## src/rtl/car_pkg.sv

```systemverilog
// Shared drive-command and sequencer-state encodings for the car control slice.
// Also used by car_control, so the numeric values here are fixed.
package car_pkg;

    typedef enum logic [2:0] {
        CMD_ZERO    = 3'd0,
        CMD_ACC     = 3'd1,
        CMD_DEC     = 3'd2,
        CMD_LEFT    = 3'd3,
        CMD_RIGHT   = 3'd4,
        CMD_FORWARD = 3'd5,
        CMD_BACK    = 3'd6,
        CMD_STOP    = 3'd7
    } cmd_e;

    typedef enum logic [2:0] {
        ST_MANUAL  = 3'd0,
        ST_HALT    = 3'd1,
        ST_BACKUP  = 3'd2,
        ST_TURN    = 3'd3,
        ST_CHECK   = 3'd4,
        ST_LOCKOUT = 3'd5
    } seq_state_e;

    // Commands that move the car toward whatever is in front of it.
    function automatic logic is_advancing(input logic [2:0] c);
        return (c == CMD_ACC) || (c == CMD_DEC) || (c == CMD_FORWARD);
    endfunction

endpackage

```

## src/rtl/motion_sequencer_if.sv

```systemverilog
// Operator/sensor inputs and drive-command outputs of the motion sequencer.
// The sequencer is the slave; whoever supplies operator and sensor data is the master.
interface motion_sequencer_if;

    logic        auto_en;
    logic [2:0]  man_cmd;
    logic [19:0] cm;
    logic        cm_valid;
    logic [2:0]  cmd;
    logic        override;
    logic        fault;
    logic [2:0]  seq_state;

    modport master (
        output auto_en, man_cmd, cm, cm_valid,
        input  cmd, override, fault, seq_state
    );

    modport slave (
        input  auto_en, man_cmd, cm, cm_valid,
        output cmd, override, fault, seq_state
    );

endinterface

```

## src/rtl/seq_timer.sv

```systemverilog
// Dwell down-counter: load sets the count, then it decrements to 0 and holds there.
// zero is high on every cycle the count sits at 0.
module seq_timer (
    input  logic        clk,
    input  logic        rst,
    input  logic        load,
    input  logic [31:0] load_val,
    output logic        zero
);

    logic [31:0] count;

    // NOTE: sequential state uses non-blocking assignments so every register samples pre-edge values.
    always_ff @(posedge clk or posedge rst) begin
        if (rst)
            count <= '0;
        else if (load)
            count <= load_val;
        else if (count != '0)
            count <= count - 32'd1;
    end

    assign zero = (count == '0);

endmodule

```

## src/rtl/motion_sequencer.sv

```systemverilog
// Obstacle-avoidance sequencer: passes operator commands through, and on a close
// obstacle runs halt -> back up -> turn right -> re-check, locking out after MAX_RETRY tries.
module motion_sequencer
    import car_pkg::*;
#(
    parameter int unsigned HALT_TICKS  = 25_000_000,
    parameter int unsigned BACK_TICKS  = 50_000_000,
    parameter int unsigned TURN_TICKS  = 50_000_000,
    parameter int unsigned STOP_CM     = 25,
    parameter int unsigned CLEAR_CM    = 40,
    parameter int unsigned MAX_RETRY   = 3,
    parameter int unsigned STALE_TICKS = 10_000_000
) (
    input  logic               clk,
    input  logic               rst,
    motion_sequencer_if.slave  bus
);

    localparam int RETRY_W = (MAX_RETRY < 1) ? 1 : $clog2(MAX_RETRY + 1);

    seq_state_e         state_q, state_d;
    logic [RETRY_W-1:0] retry_q;
    logic               retry_clr, retry_inc;
    logic [2:0]         cmd_q, cmd_d;
    logic               override_q, override_d;
    logic [31:0]        stale_q;
    logic               fault;
    logic               timer_load, timer_zero;
    logic [31:0]        timer_val;
    logic               near, clear, advancing;

    assign near      = (bus.cm <= 20'(STOP_CM));
    assign clear     = (bus.cm >  20'(CLEAR_CM));
    assign advancing = is_advancing(bus.man_cmd);
    assign fault     = bus.auto_en && (stale_q == STALE_TICKS);

    seq_timer u_timer (
        .clk      (clk),
        .rst      (rst),
        .load     (timer_load),
        .load_val (timer_val),
        .zero     (timer_zero)
    );

    // NOTE: every signal written here gets a default first, so no path can infer a latch.
    always_comb begin
        state_d    = state_q;
        retry_clr  = 1'b0;
        retry_inc  = 1'b0;
        cmd_d      = CMD_STOP;
        override_d = 1'b1;

        if (!bus.auto_en) begin
            state_d = ST_MANUAL;
        end else begin
            case (state_q)
                ST_MANUAL: begin
                    if (bus.cm_valid && near && advancing) begin
                        state_d   = ST_HALT;
                        retry_clr = 1'b1;
                    end
                end
                ST_HALT:   if (timer_zero) state_d = ST_BACKUP;
                ST_BACKUP: if (timer_zero) state_d = ST_TURN;
                ST_TURN: begin
                    if (timer_zero) begin
                        state_d   = ST_CHECK;
                        retry_inc = 1'b1;
                    end
                end
                ST_CHECK: begin
                    // Stale distance data cannot prove the path clear, so give up at once.
                    if (fault)
                        state_d = ST_LOCKOUT;
                    else if (bus.cm_valid) begin
                        if (clear)
                            state_d = ST_MANUAL;
                        else if (retry_q < RETRY_W'(MAX_RETRY))
                            state_d = ST_BACKUP;
                        else
                            state_d = ST_LOCKOUT;
                    end
                end
                ST_LOCKOUT: if (bus.man_cmd == CMD_STOP) state_d = ST_MANUAL;
                default:    state_d = ST_MANUAL;
            endcase
        end

        case (state_q)
            ST_MANUAL: begin
                if (fault && advancing) begin
                    cmd_d      = CMD_STOP;
                    override_d = 1'b1;
                end else begin
                    cmd_d      = bus.man_cmd;
                    override_d = 1'b0;
                end
            end
            ST_BACKUP: cmd_d = CMD_BACK;
            ST_TURN:   cmd_d = CMD_RIGHT;
            default:   cmd_d = CMD_STOP;
        endcase
    end

    // The dwell timer is armed on the same edge that enters a timed state.
    always_comb begin
        timer_load = (state_d != state_q);
        case (state_d)
            ST_HALT:   timer_val = 32'(HALT_TICKS - 1);
            ST_BACKUP: timer_val = 32'(BACK_TICKS - 1);
            ST_TURN:   timer_val = 32'(TURN_TICKS - 1);
            default:   timer_val = '0;
        endcase
    end

    always_ff @(posedge clk or posedge rst) begin
        if (rst) begin
            state_q    <= ST_MANUAL;
            retry_q    <= '0;
            cmd_q      <= CMD_ZERO;
            override_q <= 1'b0;
        end else begin
            state_q    <= state_d;
            cmd_q      <= cmd_d;
            override_q <= override_d;
            if (retry_clr)
                retry_q <= '0;
            else if (retry_inc)
                retry_q <= retry_q + RETRY_W'(1);
        end
    end

    always_ff @(posedge clk or posedge rst) begin
        if (rst)
            stale_q <= '0;
        else if (bus.cm_valid)
            stale_q <= '0;
        else if (stale_q != STALE_TICKS)
            stale_q <= stale_q + 32'd1;
    end

    assign bus.cmd       = cmd_q;
    assign bus.override  = override_q;
    assign bus.fault     = fault;
    assign bus.seq_state = state_q;

endmodule

```

## src/flat_wrapper.sv

```systemverilog
// flat-port wrapper written by rule: the top's interface ports become plain ports
module motion_sequencer_flat import car_pkg::*;
#(
    parameter int unsigned HALT_TICKS  = 25_000_000,
    parameter int unsigned BACK_TICKS  = 50_000_000,
    parameter int unsigned TURN_TICKS  = 50_000_000,
    parameter int unsigned STOP_CM     = 25,
    parameter int unsigned CLEAR_CM    = 40,
    parameter int unsigned MAX_RETRY   = 3,
    parameter int unsigned STALE_TICKS = 10_000_000
)
  (clk, rst, bus_auto_en, bus_man_cmd, bus_cm, bus_cm_valid, bus_cmd, bus_override, bus_fault, bus_seq_state);
  motion_sequencer_if bus_i ();
  input  logic clk;
  input  logic rst;
  input wire logic [$bits(bus_i.auto_en)-1:0] bus_auto_en;
  input wire logic [$bits(bus_i.man_cmd)-1:0] bus_man_cmd;
  input wire logic [$bits(bus_i.cm)-1:0] bus_cm;
  input wire logic [$bits(bus_i.cm_valid)-1:0] bus_cm_valid;
  output wire logic [$bits(bus_i.cmd)-1:0] bus_cmd;
  output wire logic [$bits(bus_i.override)-1:0] bus_override;
  output wire logic [$bits(bus_i.fault)-1:0] bus_fault;
  output wire logic [$bits(bus_i.seq_state)-1:0] bus_seq_state;
  assign bus_i.auto_en = bus_auto_en;
  assign bus_i.man_cmd = bus_man_cmd;
  assign bus_i.cm = bus_cm;
  assign bus_i.cm_valid = bus_cm_valid;
  assign bus_cmd = bus_i.cmd;
  assign bus_override = bus_i.override;
  assign bus_fault = bus_i.fault;
  assign bus_seq_state = bus_i.seq_state;
  motion_sequencer #(.HALT_TICKS(HALT_TICKS), .BACK_TICKS(BACK_TICKS), .TURN_TICKS(TURN_TICKS), .STOP_CM(STOP_CM), .CLEAR_CM(CLEAR_CM), .MAX_RETRY(MAX_RETRY), .STALE_TICKS(STALE_TICKS)) u_core (.clk(clk), .rst(rst), .bus(bus_i));
endmodule
```

## config.mk

```make
export PLATFORM = sky130hd
export DESIGN_NAME = motion_sequencer_flat
export DESIGN_NICKNAME = d
export VERILOG_FILES = /design/src/rtl/car_pkg.sv /design/src/rtl/motion_sequencer_if.sv /design/src/rtl/seq_timer.sv /design/src/rtl/motion_sequencer.sv /design/src/flat_wrapper.sv
export SDC_FILE = /design/constraint.sdc
export NUM_CORES = 1
export LEC_CHECK = 0
export CAP_MARGIN = 20
export CORE_MARGIN = 2
export CORE_UTILIZATION = 45
export CTS_CLUSTER_DIAMETER = 120
export DETAILED_ROUTE_END_ITERATION = 7
export GPL_ROUTABILITY_DRIVEN = 1
export PLACE_DENSITY = 0.72
export RECOVER_POWER = 25
export SKIP_CTS_REPAIR_TIMING = 1
export SLEW_MARGIN = 0
export SYNTH_ARGS = -nofsm -noshare
export SYNTH_HDL_FRONTEND = slang
export SYNTH_SLANG_ARGS = --single-unit
```

## constraint.sdc

```tcl
create_clock -name clk -period 2.7 [get_ports clk]
set_input_delay 0.54 -clock clk [delete_from_list [all_inputs] [get_ports clk]]
set_output_delay 0.54 -clock clk [all_outputs]
set_load 0.03 [all_outputs]
```

**Run 1: supply network**

Bar = 20 µm. Pins as bars on the die edge.
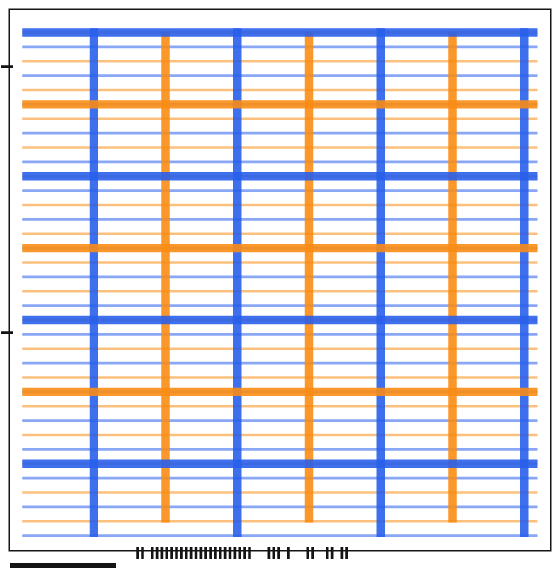
Key: VDD = orange; VSS = blue
7 straps on met4. 7 straps on met5. The core has 35 rows.
Die Ht: 102 µm
VDD IR max: 0.828 mV
Die X: 102 µm
Core Area: 0.00928 mm²

**Run 1: cell classes on the final placement**

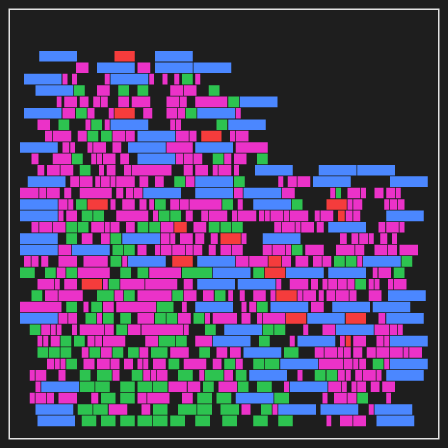
Key: remaining logic cells = magenta [cells 363, share of their area 45%]; sequential cells = blue [cells 73, share of their area 32%]; clock drivers and dummy loads = red [cells 16, share of their area 3.3%]; remaining buffers and delay cells = green [cells 133, share of their area 19%]

**Run 1: clock distribution**

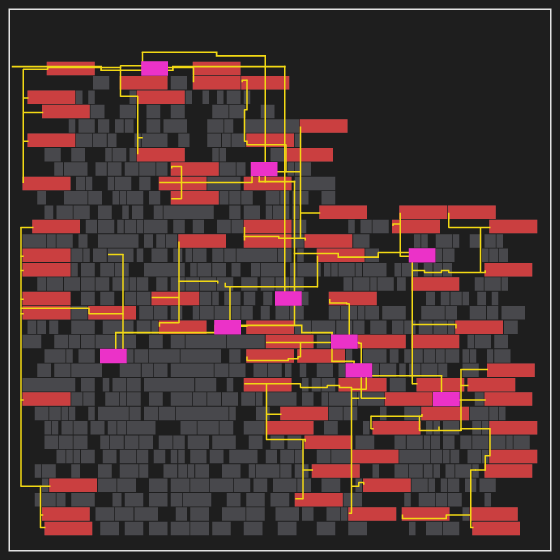
Key: clock wires = yellow [length 990 µm]; flip-flops = red [count 73]; clock-net drivers = magenta [count 9]
There are 10 routed clock nets.

**Run 1: signal wires by layer**

Bar = 20 µm.
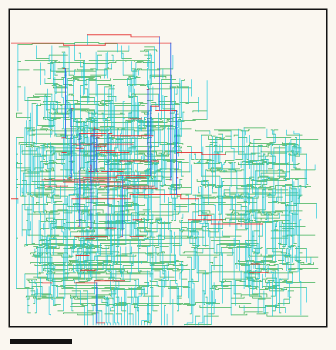
Key: M4 = blue [wire length 333 µm]; M1 = green [wire length 5,090 µm]; M3 = red [wire length 449 µm]; M2 = cyan [wire length 5,700 µm]

## run 1: layer usage
layer | global-route usage (%) | vias up | share of wire (%)
met5 | 0 | - | 0
met4 | 7.49 | 0 | 2.9
met3 | 5.75 | 32 | 3.9
met2 | 36.6 | 98 | 49
met1 | 29.1 | 1903 | 44
li1 | - | 1893 | -
## run 1: registers in the layout (all words and copies together), names as in the netlist
signal                flops
u_core.stale_q           32
u_core.u_timer.count     32
u_core.bus.cmd            3
u_core.bus.seq_state      3
u_core.retry_q            2
u_core.bus.override       1
==> GITHUB_STEP_SUMMARY, run 1 <==
## Implementation flow summary

| Metric | Value |
|---|---|
| Status | complete, no violations |
| Hold Crit Endpoint | u_core.retry_q[1]$_DFFE_PP0P_ |
| Die footprint | 0.0104 mm² |
| Yosys reg bits | 73 |
| Area reported by Yosys stat | 0.00434 mm² |
| Largest class | combinational gates |
| P_clk | 826 µW |
| Arr. time, crit path | 2.91 ns |
| Syn Inst Count | 450 |
| Syn Area/Cell | 9.64 µm² |
| Routed vias/inst | 5.50 |
| Area fraction in mux cells | 0.577% |
| TritonCTS clock tree | built |
| Total power | 4660 µW |
| ClkCell Share | 3.25% |
| Sw frac | 37.5% |
| Multi-input logic area | 0.00255 mm² |
| Multi-In Gates | 351 |
| DRC | 0 |
| Combinational cell power | 2350 µW |
| Power Sequential | 1480 µW |
| Synth area leader | dfrtp_1 |
| Dpl cells | 685 |
| Kind of critical path | input pin to flip-flop |
| Slew Limit Fails | 0 |
| Clk_buf instances | 13 |
| Register share after synthesis | 42.1% |
| Final Hold Viols | 0 |
| XOR/XNOR Area Share | 11.5% |
| Most numerous logic cells after layout | buf_4 (91), dfrtp_1 (73), nor2_1 (65), xor2_1 (33) |
| Max Freq | 0.372 GHz |
| Int Power | 2920 µW |
| Initial DRC Count | 269 |
| Post-Route WL | 11,600 µm |
| Flop share of the area | 31.0% |
| R2R cell count | 12 |
| CP Cell Sequence | clkdlybuf4s50_1, buf_4, nand3_1, and3_1, a2111oi_4, buf_4, mux2_2, buf_4, a31oi_2, a211oi_2 |
| Reg2reg start | u_core.stale_q[1]$_DFFE_PP0P_ |
| Pre-Place Util | 46.7% |
| Final setup fails | 0 |
| Asr flop ratio synth | 100% |
| CTS H-tree depth | 3 |
| Total tool warning count | 29 |
| Clk root buf | clkbuf_8 |
| Overall routing resource usage | 22.4% |
| Synth top area share | 42.1% |
| EDFF count, synth | 0 |
| Max-cap violation count | 0 |
| Dpl ws | -0.566 ns |
| Filler instances | 727 |
| Setup Skew | 0.0102 ns |
| First-pass GRT wire length | 18,300 µm |
| Top-count cell post-synth | dfrtp_1 |
| Hold path start | u_core.retry_q[1]$_DFFE_PP0P_ |
| Avg WL per Cell | 16.2 µm |
| Post-synthesis adder-cell area fraction | 1.44% |
| Gr ovfl total | 0 |
| Syn nets | 482 |
| Vias in the first global route | 3,863 |
| WP buf/inv | 4 |
| Layout cell share with drive strength beyond 1 | 27.9% |
| Top delay family on crit path | buffers and inverters |
| Clock Path Buffers | 2 |
| Internal reg-to-reg setup slack | 0.05 ns |
| Initial antenna violation count | 0 |
| Non-clock buffer share | 18.9% |
| Routability cong. | 0.885 |
| Endpoint class of the critical path | flip-flop |
| Non-filler cells, final | 714 |
| Worst Tran Pin Value | 1.15 ns |
| Yosys cell types | 67 |
| Buffers, non-clock | 133 |
| Simple share | 29.4% |
| Insertion Delay late pin | 0.35 ns |
| DRT Pass-1 Iters | 4 |
| Clk sinks | 73 |
| IO Count | 35 |
| Ant. Diodes | 0 |
| Slowest cell delay on critical path | 0.50 ns |
| DR vias | 3,926 |
| Final net count | 612 |
| Fin Hold WS | 0.501 ns |
| Synth warnings | 0 |
| Top cell excl fill/tap | buf_4 |
| Flops | 73 |
| Final TNS setup | 0 ns |
| Placed inst area | 0.00542 mm² |
| Logic inverters | 12 |
--- run 2 (diff from run 1) ---
--- a/config.mk
+++ b/config.mk
@@ -5,7 +5,6 @@
 export SDC_FILE = /design/constraint.sdc
 export NUM_CORES = 1
 export LEC_CHECK = 0
-export CAP_MARGIN = 20
 export CORE_MARGIN = 2
 export CORE_UTILIZATION = 45
 export CTS_CLUSTER_DIAMETER = 120
**Run 2: clock distribution**

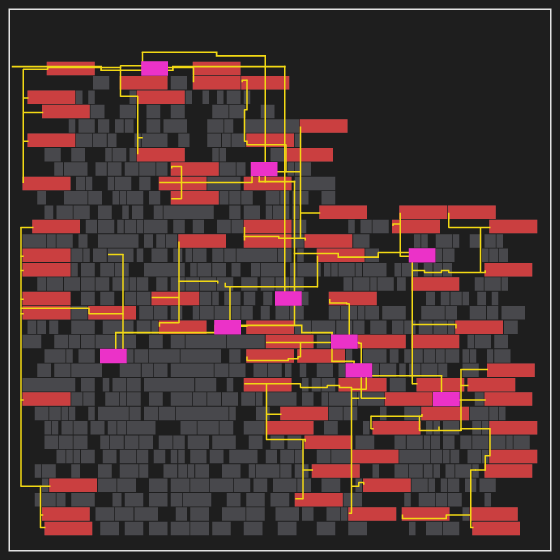
Key: clock wires = yellow [length 990 µm]; clock-net drivers = magenta [count 9]; flip-flops = red [count 73]
There are 10 routed clock nets. Position of the flops: all over the die.

**Run 2: cell classes on the final placement**

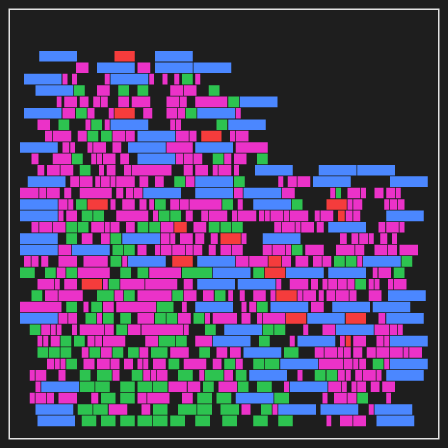
Key: clock drivers and dummy loads = red [cells 16, share of their area 3.3%]; remaining logic cells = magenta [cells 363, share of their area 45%]; remaining buffers and delay cells = green [cells 133, share of their area 19%]; sequential cells = blue [cells 73, share of their area 32%]
cell area after layout: 0.00588 mm²
post-layout util: 63.4%

==> GITHUB_STEP_SUMMARY, run 2 <==
## Implementation flow summary

| Metric | Value |
|---|---|
| Overall routing resource usage | 22.4% (unchanged) |
| Pwr Density | 792 mW/mm² |
| Total power | 4660 µW (unchanged) |
| Internal reg-to-reg setup slack | 0.05 ns (about the same) |
| Final TNS setup | 0 ns (unchanged) |
| Status | complete, no violations |
| DRT Pass-1 Iters | 4 (unchanged) |
| Hold Crit Endpoint | u_core.retry_q[1]$_DFFE_PP0P_ |
| Max Used Layer | met4 |
| Reg area | 0.00183 mm² |
| ClkCell Share | 3.25% (unchanged) |
| Setup Skew | 0.0102 ns (unchanged) |
| Yosys reg bits | 73 (unchanged) |
| Logic inverters | 12 (unchanged) |
| Die X | 102 µm (unchanged) |
| Most numerous logic cells after layout | buf_4 (91), dfrtp_1 (73), nor2_1 (65), xor2_1 (33) |
| Clk sinks | 73 (unchanged) |
| Clk root buf | clkbuf_8 |
| First-pass GRT wire length | 18,300 µm (unchanged) |
| Final Hold Viols | 0 (unchanged) |
| Buffers, non-clock | 133 (unchanged) |
| Vias in the first global route | 3,863 (unchanged) |
| Synth top area share | 42.1% (unchanged) |
| Post-Route WL | 11,600 µm (unchanged) |
| Sw frac | 37.5% (unchanged) |
| WL met3 | 449 µm (unchanged) |
| Clock Path Buffers | 2 (unchanged) |
| Initial antenna violation count | 0 (unchanged) |
| Area reported by Yosys stat | 0.00434 mm² (unchanged) |
| Top cell excl fill/tap | buf_4 |
| GRT busiest layer | met2 |
| P_clk | 826 µW (about the same) |
| EDFF count, synth | 0 (unchanged) |
| R2R cell count | 12 (unchanged) |
| Multi-input logic area | 0.00255 mm² (unchanged) |
| Yosys cell types | 67 (unchanged) |
| DR vias | 3,926 (unchanged) |
| Layout cell share with drive strength beyond 1 | 27.9% (unchanged) |
| Top-count cell post-synth | dfrtp_1 |
| Flops | 73 (unchanged) |
| Int Power | 2920 µW (unchanged) |
| IO Count | 35 (unchanged) |
| Asr flop ratio synth | 100% (unchanged) |
| VDD IR max | 0.828 mV (unchanged) |
| Clk_buf instances | 13 (unchanged) |
| Routed vias/inst | 5.50 (unchanged) |
| Power Sequential | 1480 µW (about the same) |
| Fin Hold WS | 0.501 ns (unchanged) |
| Pre-Place Util | 46.7% (unchanged) |
| Arr. time, crit path | 2.91 ns (about the same) |
| Register share after synthesis | 42.1% (unchanged) |
| Post-DRT Antenna Nets | 0 |
| Core Area | 0.00928 mm² (unchanged) |
| Multi-In Gates | 351 (unchanged) |
| Max-cap violation count | 0 (unchanged) |
| Die Ht | 102 µm (unchanged) |
| Final setup fails | 0 (unchanged) |
| Reg2reg start | u_core.stale_q[1]$_DFFE_PP0P_ |
| Die footprint | 0.0104 mm² (unchanged) |
| Combinational cell power | 2350 µW (about the same) |
| Routability cong. | 0.885 (unchanged) |
| Routed length on met1 | 5090 µm (unchanged) |
| Logic share of the area | 43.3% |
| Ant. Diodes | 0 (unchanged) |
| Dpl cells | 685 (unchanged) |
| Initial DRC Count | 269 (unchanged) |
| Critical Path Start | bus_man_cmd[2] |
| Dpl ws | -0.566 ns (unchanged) |
| Filler instances | 727 (unchanged) |
| Kind of critical path | input pin to flip-flop |
| Biggest regs | u_core.stale_q (32), u_core.u_timer.count (32) |
| DRC | 0 (unchanged) |
| Slew Limit Fails | 0 (unchanged) |
| TritonCTS clock tree | built |
| Flop share of the area | 31.0% (unchanged) |
| Synth area leader | dfrtp_1 |
| Crit share post-route | 99.5% |
| Met2 Track Usage GR | 36.6% (unchanged) |
| Syn Inst Count | 450 (unchanged) |
| Syn nets | 482 (unchanged) |
| Max Freq | 0.372 GHz (unchanged) |
| Non-clock buffer share | 18.9% (unchanged) |
| Gr ovfl total | 0 (unchanged) |
| Insertion Delay late pin | 0.35 ns (about the same) |
| Avg WL per Cell | 16.2 µm (unchanged) |
| Met1 global-route usage | 29.1% (unchanged) |
| Final net count | 612 (unchanged) |
| GR Util met3 | 5.75% (unchanged) |
==> run 2: cell counts in the layout (fill, tap and decap cells not counted) <==
No cell type changed its count.
==> run 2: critical path, stage by stage <==
cell	delay, ns
clkdlybuf4s50_1	0.50
buf_4	0.12
nand3_1	0.13
and3_1	0.25
a2111oi_4	0.31
buf_4	0.21
mux2_2	0.36
buf_4	0.18
a31oi_2	0.21
a211oi_2	0.09
==> run 2: logic make-up (layout without fill, tap and decap cells) <==
family	count (synthesis)	count (layout)	share of synthesized area, %
compound gates	69	70	12.1
xor+xnor	57	57	11.5
fa+ha+maj	5	5	1.44
buf+inv	27	161	2.86
flops	73	73	42.1
mux	2	2	0.577
simple gates	217	217	29.4
Power is estimated from default activity; no workload was simulated.
